Fig. 1: run 1, routed metal, one colour a layer
Two of the layers only.
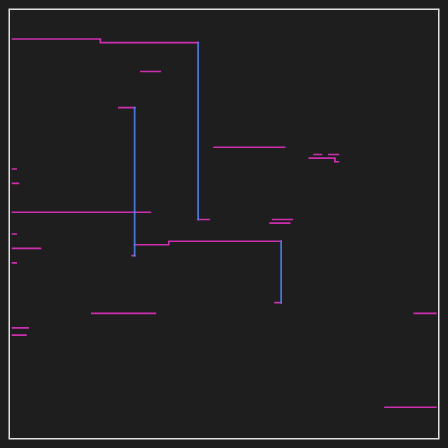
Fig. 2: run 1, clock wiring as the flow saved it
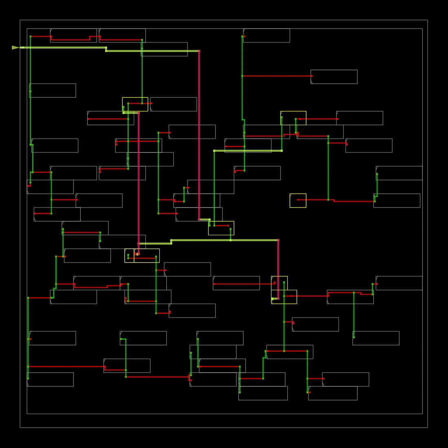
Fig. 3: run 1, the metal 2 layer
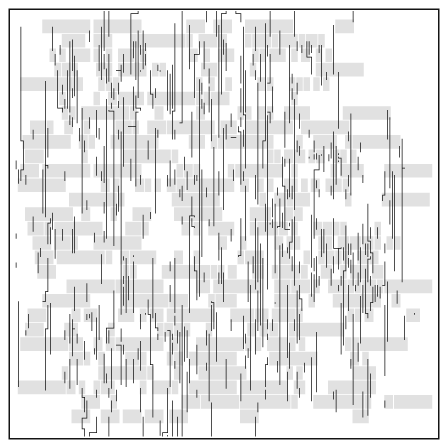
### src/rtl/hkspi_pkg.sv
// Shared definitions for the housekeeping SPI responder: FSM states,
// command-byte field positions and the SPI byte width.
package hkspi_pkg;

  localparam int BYTE_W     = 8;
  localparam int CMD_WR     = 7;
  localparam int CMD_RD     = 6;
  localparam int CMD_CNT_HI = 5;
  localparam int CMD_CNT_LO = 3;

  typedef enum logic [2:0] {
    IDLE   = 3'd0,
    CMD    = 3'd1,
    ADDR   = 3'd2,
    DATA   = 3'd3,
    IGNORE = 3'd4
  } state_t;

  function automatic logic [2:0] cmd_count(input logic [BYTE_W-1:0] cmd);
    return cmd[CMD_CNT_HI:CMD_CNT_LO];
  endfunction

endpackage

### src/rtl/hkspi_sync.sv
// Pad-side synchronizer for SCK/CSB/SDI with SCK edge detection; SDI is kept
// at the same pipeline depth as SCK so the detected rise samples aligned data.
module hkspi_sync #(
  parameter int SYNC_STAGES = 2
) (
  input  logic clock,
  input  logic resetb,
  input  logic sck,
  input  logic csb,
  input  logic sdi,
  output logic sck_rise,
  output logic sck_fall,
  output logic csb_s,
  output logic sdi_s
);

  logic [SYNC_STAGES-1:0] sck_p0;
  logic [SYNC_STAGES-1:0] csb_p0;
  logic [SYNC_STAGES-1:0] sdi_p0;
  logic                   sck_p1;

  // CSB resets deasserted so busy reads 0 during and right after reset
  always_ff @(posedge clock or negedge resetb) begin
    if (!resetb) begin
      sck_p0 <= '0;
      csb_p0 <= '1;
      sdi_p0 <= '0;
      sck_p1 <= 1'b0;
    end else begin
      sck_p0 <= {sck_p0[SYNC_STAGES-2:0], sck};
      csb_p0 <= {csb_p0[SYNC_STAGES-2:0], csb};
      sdi_p0 <= {sdi_p0[SYNC_STAGES-2:0], sdi};
      sck_p1 <= sck_p0[SYNC_STAGES-1];
    end
  end

  assign sck_rise = sck_p0[SYNC_STAGES-1] & ~sck_p1;
  assign sck_fall = ~sck_p0[SYNC_STAGES-1] & sck_p1;
  assign csb_s    = csb_p0[SYNC_STAGES-1];
  assign sdi_s    = sdi_p0[SYNC_STAGES-1];

endmodule

### src/rtl/hkspi_responder.sv
// Housekeeping SPI responder: decodes command/address/data bytes from an
// oversampled mode-0 SPI slave port and drives an auto-incrementing register
// port. Optional HKSPI_SDO_OEB_EN adds an active-low SDO output enable.
module hkspi_responder
  import hkspi_pkg::*;
#(
  parameter int ADDR_W      = 8,
  parameter int SYNC_STAGES = 2
) (
  input  logic              clock,
  input  logic              resetb,
  input  logic              sck,
  input  logic              csb,
  input  logic              sdi,
  output logic              sdo,
`ifdef HKSPI_SDO_OEB_EN
  output logic              sdo_oeb,
`endif
  output logic [ADDR_W-1:0] reg_addr,
  output logic [BYTE_W-1:0] reg_wdata,
  output logic              reg_we,
  output logic              reg_re,
  input  logic [BYTE_W-1:0] reg_rdata,
  output logic              busy
);

  logic sck_rise;
  logic sck_fall_unused;
  logic csb_s;
  logic sdi_s;

  hkspi_sync #(
    .SYNC_STAGES(SYNC_STAGES)
  ) u_sync (
    .clock   (clock),
    .resetb  (resetb),
    .sck     (sck),
    .csb     (csb),
    .sdi     (sdi),
    .sck_rise(sck_rise),
    .sck_fall(sck_fall_unused),
    .csb_s   (csb_s),
    .sdi_s   (sdi_s)
  );

  state_t state;
  state_t state_nxt;

  logic [1:0]        flush_cnt;
  logic              csb_p1;
  logic              csb_fall;
  logic [2:0]        bit_cnt;
  logic [BYTE_W-2:0] rx_sr;
  logic [BYTE_W-1:0] rx_byte;
  logic [BYTE_W-1:0] tx_sr;
  logic              cmd_wr;
  logic              cmd_rd;
  logic              cnt_mode;
  logic [2:0]        cnt_left;
  logic              inc_pend;
  logic              byte_done;
  logic              last_byte;
  logic              rd_window;

  // The CSB edge history only starts once the synchronizer holds real pad
  // samples, so a CSB already low at reset release is not taken as a fall.
  always_ff @(posedge clock or negedge resetb) begin
    if (!resetb) begin
      flush_cnt <= 2'd0;
      csb_p1    <= 1'b0;
    end else begin
      if (flush_cnt != 2'(SYNC_STAGES)) flush_cnt <= flush_cnt + 2'd1;
      csb_p1 <= (flush_cnt == 2'(SYNC_STAGES)) ? csb_s : 1'b0;
    end
  end

  assign csb_fall  = csb_p1 & ~csb_s;
  assign rx_byte   = {rx_sr, sdi_s};
  assign byte_done = sck_rise && (bit_cnt == 3'd7) && (state inside {CMD, ADDR, DATA});
  assign last_byte = cnt_mode && (cnt_left == 3'd1);

  always_ff @(posedge clock or negedge resetb) begin
    if (!resetb) state <= IDLE;
    else         state <= state_nxt;
  end

  always_comb begin
    state_nxt = state;
    case (state)
      IDLE: if (csb_fall) state_nxt = CMD;
      CMD: begin
        if (csb_s) state_nxt = IDLE;
        else if (byte_done)
          state_nxt = (rx_byte[CMD_WR] || rx_byte[CMD_RD]) ? ADDR : IGNORE;
      end
      ADDR: begin
        if (csb_s)          state_nxt = IDLE;
        else if (byte_done) state_nxt = DATA;
      end
      DATA: begin
        if (csb_s)                       state_nxt = IDLE;
        else if (byte_done && last_byte) state_nxt = IGNORE;
      end
      IGNORE:  if (csb_s) state_nxt = IDLE;
      default: state_nxt = IDLE;
    endcase
  end

  always_comb begin
    rd_window = (state == DATA) && cmd_rd;
    sdo       = rd_window & tx_sr[BYTE_W-1];
    busy      = ~csb_s;
  end

`ifdef HKSPI_SDO_OEB_EN
  assign sdo_oeb = ~rd_window;
`endif

  // A write byte strobes at address N first; the increment and the read
  // prefetch of N+1 follow one clock later. Read-only bytes advance at once.
  always_ff @(posedge clock or negedge resetb) begin
    if (!resetb) begin
      bit_cnt   <= 3'd0;
      rx_sr     <= '0;
      tx_sr     <= '0;
      cmd_wr    <= 1'b0;
      cmd_rd    <= 1'b0;
      cnt_mode  <= 1'b0;
      cnt_left  <= 3'd0;
      inc_pend  <= 1'b0;
      reg_addr  <= '0;
      reg_wdata <= '0;
      reg_we    <= 1'b0;
      reg_re    <= 1'b0;
    end else begin
      reg_we   <= 1'b0;
      reg_re   <= 1'b0;
      inc_pend <= 1'b0;

      if (state == IDLE) begin
        bit_cnt <= 3'd0;
      end else if (sck_rise) begin
        bit_cnt <= bit_cnt + 3'd1;
        rx_sr   <= rx_byte[BYTE_W-2:0];
      end

      if (state == CMD && byte_done) begin
        cmd_wr   <= rx_byte[CMD_WR];
        cmd_rd   <= rx_byte[CMD_RD];
        cnt_left <= cmd_count(rx_byte);
        cnt_mode <= |cmd_count(rx_byte);
      end

      if (state == ADDR && byte_done) begin
        reg_addr <= ADDR_W'(rx_byte);
        reg_re   <= cmd_rd;
      end

      if (state == DATA && byte_done) begin
        if (cnt_mode) cnt_left <= cnt_left - 3'd1;
        if (cmd_wr) begin
          reg_we    <= 1'b1;
          reg_wdata <= rx_byte;
          inc_pend  <= 1'b1;
        end else begin
          reg_addr <= reg_addr + ADDR_W'(1);
          reg_re   <= cmd_rd && !last_byte;
        end
      end

      if (inc_pend) begin
        reg_addr <= reg_addr + ADDR_W'(1);
        reg_re   <= cmd_rd && (state == DATA);
      end

      if (reg_re)
        tx_sr <= reg_rdata;
      else if (state == DATA && sck_rise)
        tx_sr <= {tx_sr[BYTE_W-2:0], 1'b0};
    end
  end

endmodule

### config.mk
export PLATFORM = sky130hd
export DESIGN_NAME = hkspi_responder
export DESIGN_NICKNAME = d
export VERILOG_FILES = /design/src/rtl/hkspi_pkg.sv /design/src/rtl/hkspi_sync.sv /design/src/rtl/hkspi_responder.sv
export SDC_FILE = /design/constraint.sdc
export NUM_CORES = 1
export LEC_CHECK = 0
export ABC_AREA = 1
export CAP_MARGIN = 20
export CORE_MARGIN = 1
export CORE_UTILIZATION = 43
export DETAILED_ROUTE_END_ITERATION = 8
export MAX_ROUTING_LAYER = met4
export PLACE_DENSITY_LB_ADDON = 0.15
export SYNTH_ARGS = -nofsm -noshare
export SYNTH_HDL_FRONTEND = slang
export SYNTH_SLANG_ARGS = --single-unit
### constraint.sdc
create_clock -name clock -period 2.2 [get_ports clock]
set_clock_uncertainty 0.05 [all_clocks]
set_input_delay 0.44 -clock clock [delete_from_list [all_inputs] [get_ports clock]]
set_output_delay 0.44 -clock clock [all_outputs]
set_load 0.05 [all_outputs]
==> results.cfg, run 1 <==
; yosys + openroad results
[clock_network]
htree_num_levels = 2
cts_resized = 0
numCtsBuffers = 5
clk_path_buf_depth = 2
clk_pin_slew_ns = 0.11
clockRootBuffer = clkbuf_8
cts_tree = yes

[final_timing]
min_period_ns = 2.09
finalCritPeriodShare = 0.950
rsz0062_at_grt = no
setup_viol = 0
setup-tns-final_ns = 0
worstMarginPinSlew_ns = 0.517
hold_slack_ns = 0.0533
finalMaxSlewViolations = 0
max-slew-margin-rel = 0.654
clock.fmax_mhz = 478
hold_viol = 0

[layout]
syn_to_final_growth_pct = 19.2
diodes = 0
final_cells = 424
layout-drive-gt1-share = 0.115
layout.nets = 367
lay_top_count = nand2_1
lay_top_cells = 105 x nand2_1, 53 x dfrtp_1, 34 x inv_1, 29 x clkdlybuf4s50_1, 22 x nand3_1

[synth]
async_flop_share = 1.00
ys_seq_share = 0.519
synth_cells = 311
ff_type = dfrtp_1
ys_area_mm2 = 0.00266
syn_area_mm2 = 0.00266
synth_warnings = 0
synth_cell_types = 29
fp_nets = 330
syn_area_per_cell_um2 = 8.54
ys_cells = 311

[route]
ant_nets = 0
viasPerCell = 4.88
drc = 0
detail_route.wirelength_um = 5350
vias = 2067
first_iter_violations = 63
firstDrtPassIters = 4
wl_per_cell_um = 12.6

[pwr]
p_leak_nw = 1.54
p_per_area_mw_per_mm2 = 790

[critical_path]
slowest_stage = clkdlybuf4s50_1
worstPathBufferInverterCount = 1
crit_type = reg -> out
cp-start-kind = flop
required_ns = 1.71
critPathMaxFanout = 5
endpoint_kind = primary output
cpPeakStageDelay_ns = 0.84
ff2ff_path_depth = 9
reg2reg_from = bit_cnt[0]$_DFFE_PN0P_
critPathArrivalTime_ns = 1.60
regToRegSetupSlack_ns = 0.48
crit_family = buffers and inverters
r2r_end = reg_wdata[6]$_DFFE_PN0P_

[outcome]
status = finished clean

[die]
coreArea_mm2 = 0.00596
fp-utilization = 0.446
die_area_mm2 = 0.00650
die_w_um = 80.6
chipHeight_um = 80.6
io-pin-count = 33
row_count = 28

[grt]
globalRouteOverflowTotal = 0
top_usage_layer = met2
grt_use_total = 0.194
grt_pass1_vias = 1984
grtUsageMet2 = 0.288
grt_max_degree = 56
grtUsageMet1 = 0.259

[place]
hpwl_um = 3810
dp.cells = 416
place.gp.congestion = 0.822

[flow_run]
drv_cap = 0
warning_count = 27

[worst_hold_path]
hp-class = in -> async
Back to the opening pictures, Fig. 1:
Key: blue = M4 [wire length 72.8 µm]; magenta = M3 [wire length 170 µm]

Back to the opening pictures, Fig. 2:
Clock Buffer Count: 5
number of clock sinks: 55
worst skew pair latency: 0.32 ns
Flops: 55

Back to the opening pictures, Fig. 3:
The wires run mostly vertical. 283 nets have wire on it. The longest straight run is 40.8 µm. The layer holds 46% of the routed length. The layer carries 2440 µm of wire.

run 1: through the flow:
step | utilization | power, mW | area [µm²] | setup slack, ns
after floorplan | - | 1.75 | 2660 | 0.357
after global placement | 0.516 | 1.92 | 3080 | 0.480
after detailed placement | 0.516 | 1.94 | 3080 | 0.462
after CTS | 0.532 | 2.53 | 3170 | 0.0910
after global routing | 0.532 | 2.69 | 3170 | 0.0368
final | 0.532 | 2.50 | 3170 | 0.110
run 1: sequential cells by signal, indices dropped and copies added, names as in the netlist:
| name | flops |
|---|---|
| flush_cnt | 2 |
| reg_re | 1 |
| bit_cnt | 3 |
| cnt_mode | 1 |
| reg_addr | 8 |
| u_sync.sck_p1 | 1 |
| cmd_wr | 1 |
| csb_p1 | 1 |
| reg_wdata | 8 |
| u_sync.sck_p0 | 2 |
| cmd_rd | 1 |
| cnt_left | 3 |
| rx_sr | 7 |
| state | 3 |
| inc_pend | 1 |
| u_sync.sdi_p0 | 2 |
| u_sync.csb_p0 | 2 |
| tx_sr | 8 |
run 1: Yosys cell counts, types with 4 or more instances:
master / number / area [µm²]
nand2_1: 105 / 394
dfrtp_1: 53 / 1330
inv_1: 34 / 128
nand3_1: 22 / 110
o21ai_1: 14 / 70.1
o21ai_0: 10 / 50.1
nor2_1: 9 / 33.8
o21ai_2: 8 / 70.1
nand4_1: 7 / 43.8
ha_1: 6 / 75.1
xor2_1: 6 / 52.6
o211ai_1: 5 / 37.5
inv_2: 4 / 15.0
run 1: cell type report:
type                    count  area, µm²
flip-flops and latches     55       1380
fillers                   585       2790
repair buffers             34        350
inverters                  41        154
well taps                  75       93.8
clock inverters             3       22.5
multi-input cells         211       1100
clock buffers               5       68.8
run 1: layer usage:
metal,part of all wire,vias to the layer above
met5,0,-
met3,0.032,7
met4,0.013,0
met2,0.46,33
li1,-,1063
met1,0.50,964
run 1: cell families (layout without fill, tap and decap cells):
family          count (synthesis)  after routing  share of synthesized area
buf+inv                        45             83                     0.0674
fa+ha+maj                       6              6                     0.0283
xor+xnor                        7              7                     0.0231
simple gates                  159            159                      0.271
compound gates                 39             39                     0.0914
flops                          55             55                      0.519
run 1: power by group:
part | internal (mW) | switching [mW]
combinational | 0.202 | 0.404
clock | 0.229 | 0.349
sequential | 1.19 | 0.132
run 1: how the worst max path moves through the flow:
stage / startpoint / end / slack [ns] / cells past startpoint
floorplan: state[2]$_DFFE_PN0P_ / sdo / 0.36 / 3
global placement: reg_addr[3]$_DFF_PN0_ / reg_addr[3] / 0.48 / 1
detailed placement: reg_addr[3]$_DFF_PN0_ / reg_addr[3] / 0.46 / 1
CTS: reg_addr[3]$_DFF_PN0_ / reg_addr[3] / 0.09 / 1
global route: reg_addr[3]$_DFF_PN0_ / reg_addr[3] / 0.04 / 1
finish: reg_addr[2]$_DFF_PN0_ / reg_addr[2] / 0.11 / 1
==> run 1 -> run 2 <==
--- a/config.mk
+++ b/config.mk
@@ -8,10 +8,10 @@
 export ABC_AREA = 1
 export CAP_MARGIN = 20
 export CORE_MARGIN = 1
-export CORE_UTILIZATION = 43
+export CORE_UTILIZATION = 35
 export DETAILED_ROUTE_END_ITERATION = 8
 export MAX_ROUTING_LAYER = met4
-export PLACE_DENSITY_LB_ADDON = 0.15
+export PLACE_DENSITY = 0.66
 export SYNTH_ARGS = -nofsm -noshare
 export SYNTH_HDL_FRONTEND = slang
 export SYNTH_SLANG_ARGS = --single-unit
==> results.cfg, run 2 <==
; yosys + openroad results
[synth]
fp_nets = 330
ff_type = dfrtp_1
synth_cells = 311
ys_area_mm2 = 0.00266
top_cells_by_count = 105 x nand2_1, 53 x dfrtp_1, 34 x inv_1, 22 x nand3_1, 14 x o21ai_1
syn_area_per_cell_um2 = 8.54
synth_warnings = 0

[critical_path]
endpoint_kind = primary output
required_ns = 1.71
crit_family = buffers and inverters
worstPathBufferInverterCount = 1
critPathMaxFanout = 6
cpPeakStageDelay_ns = 0.84
critPathArrivalTime_ns = 1.60

[grt]
globalRouteOverflowTotal = 0

[outcome]
status = finished clean

[final_timing]
finalMaxSlewViolations = 0
hold_viol = 0
max-slew-margin-rel = 0.642
min_period_ns = 2.09

[die]
fp-utilization = 0.364
coreArea_mm2 = 0.00729
io-pin-count = 33
row_count = 31
chipHeight_um = 89.1

[layout]
lay_top_count = nand2_1
reg.largest.list = reg_addr (8), reg_wdata (8), tx_sr (8)
layout-drive-gt1-share = 0.115
fillCellCount = 751

[route]
wl_per_cell_um = 11.4

[clock_network]
clockRootBuffer = clkbuf_8

[pwr]
p_per_area_mw_per_mm2 = 776
p_seq_frac = 0.532

[place]
dp_slack_ns = 0.454
hpwl_um = 3920
place.gp.congestion = 0.826
run 2: path summary, 6_finish.rpt:
kind	from	endpoint	slack (ns)	depth (start not counted)
max	reg_addr[3]$_DFF_PN0_	reg_addr[3]	0.11	1
min	resetb	rx_sr[1]$_DFFE_PN0P_	0.06	1
max reg2reg	bit_cnt[0]$_DFFE_PN0P_	reg_wdata[2]$_DFFE_PN0P_	0.50	9
min reg2reg	u_sync.sck_p0[0]$_DFF_PN0_	u_sync.sck_p0[1]$_DFF_PN0_	0.31	0
max in group asynchronous	resetb	reg_wdata[4]$_DFFE_PN0P_	1.37	2
min in group clock	u_sync.sck_p0[0]$_DFF_PN0_	u_sync.sck_p0[1]$_DFF_PN0_	0.31	0
run 2: cell type report:
cell class / count / area (µm²) / area share
Clock buffer: 6 / 72.6 / 0.0228
Clock inverter: 2 / 16.3 / 0.00512
Inverter: 41 / 154 / 0.0484
Multi-Input combinational cell: 211 / 1100 / 0.346
Sequential cell: 55 / 1380 / 0.434
Tap cell: 99 / 124 / 0.0390
Timing Repair Buffer: 34 / 335 / 0.105
run 2: logic make-up (layout without fill, tap and decap cells):
group	Yosys count	after routing	share of synthesized area
and+or+nand+nor	159	159	0.271
DFF	55	55	0.519
buffers and inverters	45	83	0.0674
AOI/OAI and AO/OA	39	39	0.0914
xor gates and xnor gates	7	7	0.0231
adders and majority gates	6	6	0.0283
run 2: worst register-to-register path, cell delays in order, from the launching register on:
cell	delay [ns]
dfrtp_1	0.39
ha_1	0.16
ha_1	0.17
nand2_1	0.11
nor2_4	0.14
nand2_2	0.10
nor2_4	0.14
nand2_4	0.16
nand2_1	0.12
o21ai_2	0.05
run 2: power by group through the flow:
| stage | logic [mW] | registers [mW] | clock network [mW] |
|---|---|---|---|
| after floorplan | 0.451 | 1.30 | 0 |
| after global placement | 0.589 | 1.32 | 0 |
| after detailed placement | 0.606 | 1.33 | 0 |
| after CTS | 0.606 | 1.31 | 0.585 |
| after global routing | 0.704 | 1.34 | 0.633 |
| final | 0.598 | 1.31 | 0.557 |
run 2: layer usage:
metal	track usage	vias to the layer above	routed length, µm
met2	0.248	23	2470
met5	-	-	0
met4	0.0491	0	72
met3	0.0203	6	125
li1	-	1062	-
met1	0.200	969	2460
run 2: metrics by stage:
stage / hold slack (ns) / util / instance area [µm²]
after CTS: 0.0597 / 0.436 / 3180
after global routing: 0.0761 / 0.436 / 3180
after global placement: 0.283 / 0.424 / 3090
final: 0.0558 / 0.436 / 3180
after detailed placement: 0.288 / 0.424 / 3090
after floorplan: 0.0944 / - / 2660
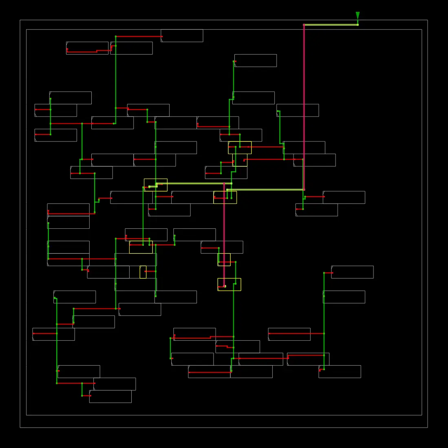
Fig. 4. Clock wiring as the flow saved it (run 2).
Clock Buffer Count: 6
worst skew pair latency: 0.31 ns
TritonCTS buffer count: 5

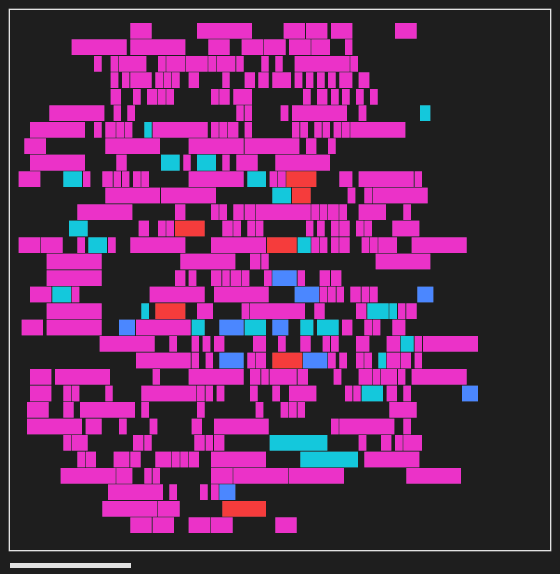
Fig. 5. Sizing map (run 2).
The bar under the picture is 20 µm long.
Key: blue = x3 and x4 [cells 10, share 2.9%, most used buf_4]; cyan = x2 [cells 23, share 6.6%, most used o21ai_2]; red = x6 and larger [cells 7, share 2.0%, most used clkbuf_8]; magenta = x1 and smaller [cells 309, share 89%, most used nand2_1]

No activity file was given, so power comes from the tool's default toggle rates.
